==> run_1/layer_met1.png <==
Drawn at 3 px/micron. Supply wires on this layer in grey.
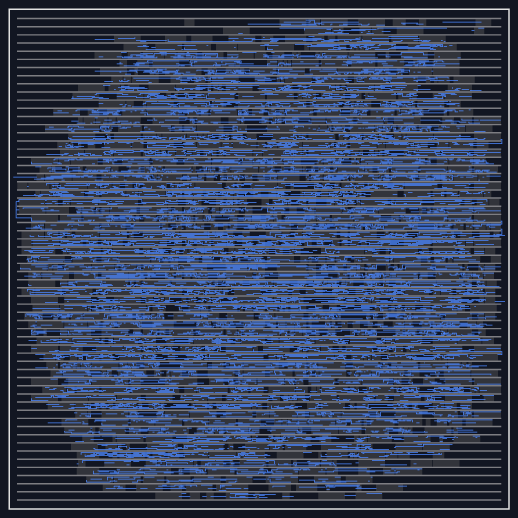
==> run_1/layer_met4.png <==
Drawn at 2 px/micron. Supply wires on this layer in grey.
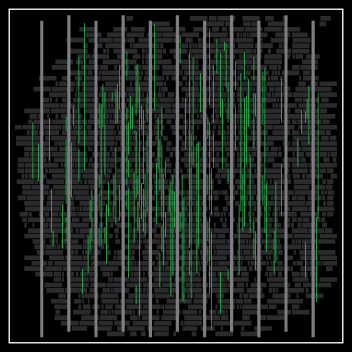
==> run_1/layer_met3.png <==
Drawn at 3 px/micron.
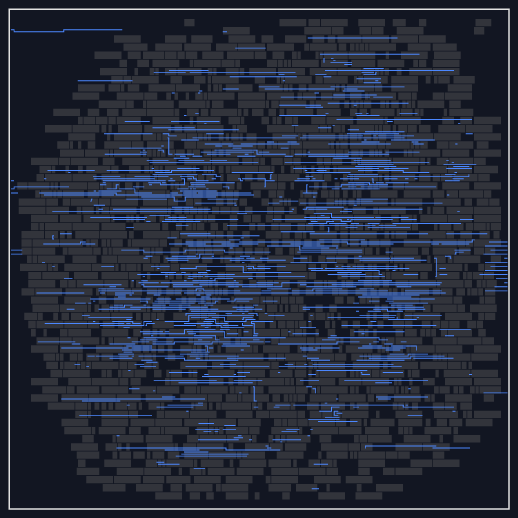
Design cache_way_replacer, sky130hd; sources not shown.
==> flow_summary.yaml, run 1 <==
# yosys + openroad results
final_timing:
  fmax_ghz: 0.3588
  hold_ws_ns: 0.2644
  fin_crit_ns: 2.787
  drv_slew: 0
  tightest_slew_ns: 0.6585
  setup_viol: 179
  fin_skew_ns: 0.01155
  fin_ws_ns: -0.1872
  fin_crit_sh_pct: 107.2
  hold_viol_final: 0
  max-slew-margin-rel_pct: 54.97
  setup_tns_ns: -12.21
synth:
  syn-num-nets: 1386
  yosys_area_sq_um: 14970
  ys_top_logic_family: "multiplexers"
  syn_area_per_cell_sq_um: 11.00
  ys_sh_mux_pct: 27.53
  syn_inst: 1361
  synth_area_sq_um: 14970
  fa_ha_area_share_pct: 0
  ys_cells: 1361
  edf_count: 0
  ys_async_sr_fraction_pct: 100.0
  synth-seq-cells: 259
  synthXorXnorAreaFrac_pct: 0.4681
  postSynthSeqShare_pct: 43.30
  ys_sh_aoi_pct: 13.69
floorplan:
  pin_count: 28
  die_x_microns: 166.1
  core_sq_um: 25910
  fp-row-count: 59
  fp_util_pct: 57.77
run_status:
  status: "complete, but fails checks"
  violations: "setup timing"
pwr:
  maxPowerGroup: "sequential cells"
  p_seq_share_pct: 41.6
  p_leak_uw: 0.008017
  p_comb_share_pct: 20.6
  comb_power_uw: 2230
  clkPwrFrac_pct: 37.8
  pg_clk_uw: 4090
  p_switching_uw: 3168
  p_seq_uw: 4500
  p_int_uw: 7662
  p_per_area_nw_per_um2: 581.1
  switching_share_pct: 29.25
final_layout:
  nets: 1531
  n_antenna_cell: 0
  final_common_cell: "dfrtp_1"
  syn_to_final_growth_pct: 24.53
  layout_top_cells: "dfrtp_1, buf_4, nand2_1"
  layout.cells.non_filler: 1862
  finish.utilization_pct: 71.93
  layout-drive-gt1-share_pct: 37.85
clock_network:
  clk_pin_slew_ns: 0.06
  numClockSinks: 259
  cts-root-buf: "clkbuf_16"
  cts_resized: 57
  cts_tree: "yes"
  hold_buffers: 1
  htree_num_levels: 1
  clock_path_buffers: 3
  cts_buffers: 28
grt:
  overflow: 0
  grt_pass1_wl_mm: 76.97
  grt_usage_pct: 35.95
  grt_pass1_vias: 13130
  antenna_found_initial: 0
  grt_max_degree: 77
setup_path:
  reg2regPathDepth: 10
  worstPathRequired_ns: 3.01
  path_class: "register to register"
  crit_fanout: 14
  end_kind: "register"
  critPathArrivalTime_ns: 3.20
  start_kind: "register"
  ff2ff_setup_slack_ns: -0.19
run:
  cap_violations: 0
place:
  io_buffers: 25
  place_congestion: 0.9953
  dpl.hpwl_mm: 34.24
  placed_area_sq_um: 16970
  pre_cts_ws_ns: -0.5965
detailed_routing:
  vias_per_cell: 7.190
  drt_pass1_iterations: 6
  ant_nets: 0
  post_drt_wl_per_cell_microns: 28.32
worst_hold_path:
  hp-class: "input pin to asynchronous set/reset pin"
Notes on layer_met1.png above:
- main direction: horizontal
- nets with wire on the layer: 1427
- share of all routed wire: 36%
- wire length on this layer: 19200 microns
final wirelength: 52.73 mm
vias: 13390
grt met1 use: 47.96%

Notes on layer_met4.png above:
- share of all routed wire: 6.9%
- nets with wire on the layer: 107
- main direction: vertical
- wire length on this layer: 3630 microns
- longest straight run: 97.2 microns

Notes on layer_met3.png above:
- nets with wire on the layer: 352
- share of all routed wire: 12%
- longest straight run: 86.9 microns
- main direction: horizontal
- wire length on this layer: 6140 microns
GR Util met3: 8.222%

[run 1: synthesized netlist by cell type (all sizes together) (4+ instances only)]
cell type | count | share of area, %
o211ai | 6 | 0.30
xor2 | 7 | 0.41
clkbuf | 85 | 2.1
a221oi | 18 | 1.1
nand3 | 32 | 1.1
mux4 | 93 | 14
a211oi | 4 | 0.20
mux2i | 30 | 2.0
dfrtp | 259 | 43
a22oi | 14 | 0.70
nor3 | 10 | 0.37
a221o | 6 | 0.40
and2 | 8 | 0.33
buf | 41 | 1.5
o22ai | 4 | 0.17
mux2 | 153 | 12
nand2 | 175 | 4.4
inv | 8 | 0.20
nand4 | 7 | 0.29
o21ai | 143 | 4.8
a311oi | 4 | 0.28
o31ai | 62 | 3.4
a2111oi | 6 | 0.35
nor4 | 6 | 0.25
nor2 | 90 | 2.3
nor2b | 17 | 0.71
a21oi | 20 | 0.67
nand3b | 8 | 0.40
nand2b | 7 | 0.29
[run 1: layer usage]
layer / vias to the layer above / track usage, % / share of wire (%)
met1: 6573 / 47.96 / 36
li1: 5400 / - / -
met2: 1103 / 55.62 / 45
met3: 312 / 8.222 / 12
met5: - / 0 / 0
met4: 0 / 18.75 / 6.9
[run 1: critical path, stage by stage (launching register included)]
cell and delay [ns]:
dfrtp_1 0.41, mux4_2 0.53, a311oi_2 0.29, o211ai_1 0.21
o21ai_1 0.14, nor3_1 0.06, or3b_4 0.27, xnor2_2 0.14
buf_6 0.25, buf_12 0.19, o21ai_0 0.14
[run 1: cell type report]
class | instances | area [sq um]
Fill cell | 1688 | 7272
Tap cell | 335 | 419.2
Clock inverter | 11 | 136.4
Sequential cell | 259 | 6481
Multi-Input combinational cell | 968 | 8448
Clock buffer | 40 | 787.0
Inverter | 8 | 30.03
Timing Repair Buffer | 241 | 2337
==> run_1/congestion.png <==
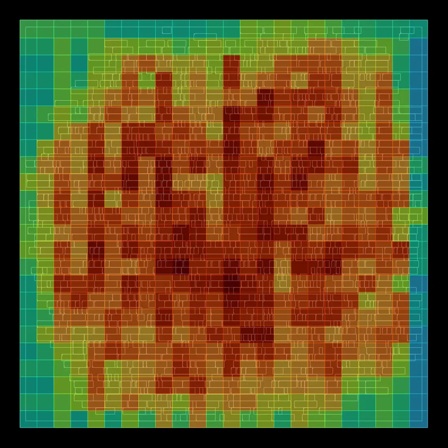

==> run 1 -> run 2 <==
--- a/config.mk
+++ b/config.mk
@@ -7,10 +7,10 @@
 export LEC_CHECK = 0
 export CAP_MARGIN = 30
 export CORE_MARGIN = 2
-export CORE_UTILIZATION = 57
+export CORE_UTILIZATION = 63
 export DETAILED_ROUTE_END_ITERATION = 10
 export HOLD_SLACK_MARGIN = 0.15
-export PLACE_DENSITY = 0.8
+export PLACE_DENSITY = 0.83
 export SLEW_MARGIN = 15
 export SYNTH_ARGS = -nofsm -noshare
 export SYNTH_HDL_FRONTEND = slang
==> constraint.sdc (replaced) <==
create_clock -name clk -period 3.05 [get_ports clk]
set_input_delay 0.305 -clock clk [delete_from_list [all_inputs] [get_ports clk]]
set_output_delay 0.305 -clock clk [all_outputs]
set_load 0.05 [all_outputs]
==> run_2/congestion.png <==
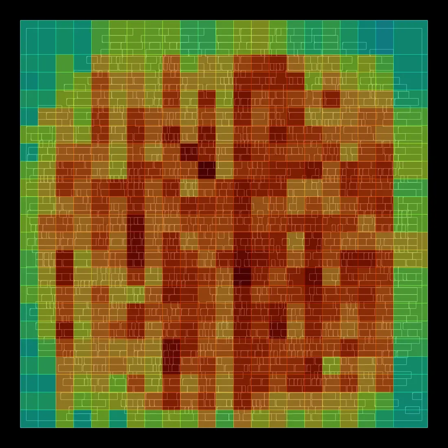
met2 usage: 61.68%
wire per inst: 27.11 microns
post-layout util: 74.33%
grt met1 use: 52.14%

==> flow_summary.yaml, run 2 <==
# yosys + openroad results
final_timing:
  fin_crit_ns: 2.977
  fin_crit_sh_pct: 97.60
  fin_skew_ns: 0.01841
  setup_viol: 0
  fmax_ghz: 0.3359
  tightest_slew_ns: 1.095
  fin_ws_ns: 0.07322
  drv_slew: 0
  max-slew-margin-rel_pct: 27.03
  hold_viol_final: 0
synth:
  yosys-top-cells-count: "dfrtp_1, nand2_1, mux2_2"
  syn_inst: 1361
  postSynthSeqShare_pct: 43.30
  synthXorXnorAreaFrac_pct: 0.4681
  ys_async_sr_fraction_pct: 100.0
  top_cells_by_area: "dfrtp_1, mux4_2, mux2_2"
  syn_area_per_cell_sq_um: 11.00
  ys_sh_aoi_pct: 13.69
  fa_ha_area_share_pct: 0
  ys_sh_mux_pct: 27.53
  syn-num-nets: 1386
  top_area_cell: "dfrtp_1"
  synth-seq-cells: 259
  top_cell: "dfrtp_1"
  ys_cells: 1361
  ys_top_logic_family: "multiplexers"
  synth.top_cell.area_share_pct: 43.30
  edf_count: 0
  yosysWarnings: 0
  synth_area_sq_um: 14970
  yosys_area_sq_um: 14970
final_layout:
  nets: 1464
  layout_top_cells: "dfrtp_1, nand2_1, mux2_2"
  syn_to_final_growth_pct: 16.22
  num-fill-cells: 1568
  final_common_cell: "dfrtp_1"
  n_antenna_cell: 0
  layout-drive-gt1-share_pct: 31.52
pwr:
  p_per_area_nw_per_um2: 498.2
  p_leak_uw: 0.007481
setup_path:
  path_class: "register to register"
  start_kind: "register"
  crit_fanout: 20
  critPathArrivalTime_ns: 3.42
  end_kind: "register"
  worstPathRequired_ns: 3.49
  reg2regPathDepth: 10
  ff2ff_setup_slack_ns: 0.07
detailed_routing:
  ant_nets: 0
  drt_pass1_iterations: 6
  vias_per_cell: 7.194
  drt_iter0_markers: 1709
worst_hold_path:
  min_path_cells: 1
  hp-class: "input pin to register"
place:
  dpl.hpwl_mm: 33.07
  pre_cts_ws_ns: -0.1519
  io_buffers: 25
  place_congestion: 1.021
floorplan:
  die_area_sq_um: 25010
  fp_util_pct: 63.96
  fp-row-count: 56
  die_x_microns: 158.1
  core_sq_um: 23400
  pin_count: 28
clock_network:
  cts_tree: "yes"
  cts_buffers: 28
  clk_latency_ns: 0.56
  cts-root-buf: "clkbuf_16"
  htree_num_levels: 1
  numClockSinks: 259
  clk_pin_slew_ns: 0.06
  clock_path_buffers: 3
grt:
  grt_max_degree: 95
  overflow: 0
  grt_usage_pct: 39.76
  antenna_found_initial: 0
  grt_pass1_vias: 12570
  grt_pass1_wl_mm: 74.13
run:
  cap_violations: 0
run_status:
  status: "finished, final reports clean"
==> run_2/layer_met1.png <==
Drawn at 3 px/micron. Supply wires on this layer in grey.
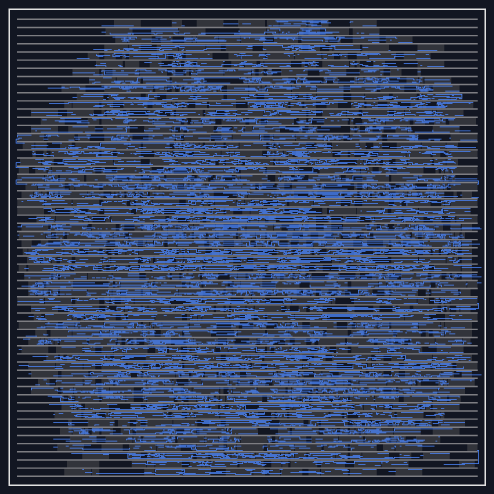
- share of all routed wire: 36%
- wire length on this layer: 17500 microns
- longest straight run: 49.0 microns
final wirelength: 48.12 mm
vias: 12770

run 2: cell counts after synthesis:
Identical to the previous run, type by type.
run 2: cells by family (layout without fill, tap and decap cells):
family,count (synthesis),after routing
AND-OR/OR-AND,309,309
XOR/XNOR,8,8
buffers and inverters,134,229
flip-flops,259,259
multiplexers,276,276
AND/OR/NAND/NOR,375,375
run 2: final cells by class:
cell class	count	area, sq um	area share, %
Inverter	8	30.03	0.1726
Clock inverter	3	40.04	0.2302
Timing Repair Buffer	174	1662	9.552
Sequential cell	259	6481	37.26
Tap cell	319	399.1	2.294
Clock buffer	44	822.0	4.726
Multi-Input combinational cell	968	7961	45.77
run 2: per-layer routing:
layer  vias to the layer above  track usage [%]  share of wire (%)
li1                       5251                -                  -
met1                      6367            52.14                 36
met2                       908            61.68                 46
met3                       243            8.787                 11
met4                         0            22.78                6.9
met5                         -                0                  0
run 2: worst max-delay path, cell delays in order, from the launching register on:
cell and delay [ns]:
dfrtp_1 0.41, mux2_4 0.29, a221oi_4 0.25, a221oi_1 0.10, a211o_1 0.34, a311o_1 0.39, a311oi_2 0.32, xnor2_2 0.12
buf_4 0.19, buf_12 0.16, o31ai_1 0.29
run 2: timing repair:
action                                 4_1_cts  5_1_grt
endpoints found under the hold margin       89        0
hold buffers                                 1        0
setup endpoints to repair                    0       31
resized                                      0        7
run 2: through the flow:
stage               TNS [ns]  hold slack [ns]  util (%)  instances  instance area, sq um
finish                     0           0.3524     74.33       1775                 17400
global route               0           0.3653     74.33       1775                 17400
CTS                        0           0.3355     74.19       1775                 17360
detailed placement    -8.125           0.3953     70.47       1727                 16490
global placement     -0.8969           0.3899     70.47       1727                 16490
floorplan                  0         0.009409         -       1361                 14970
run 2: power by group:
group	internal, uW	switching, uW
logic	672	868
clock network	1910	1380
registers	3650	188
Power figures rest on the tool's default switching activity, not on a simulated workload.
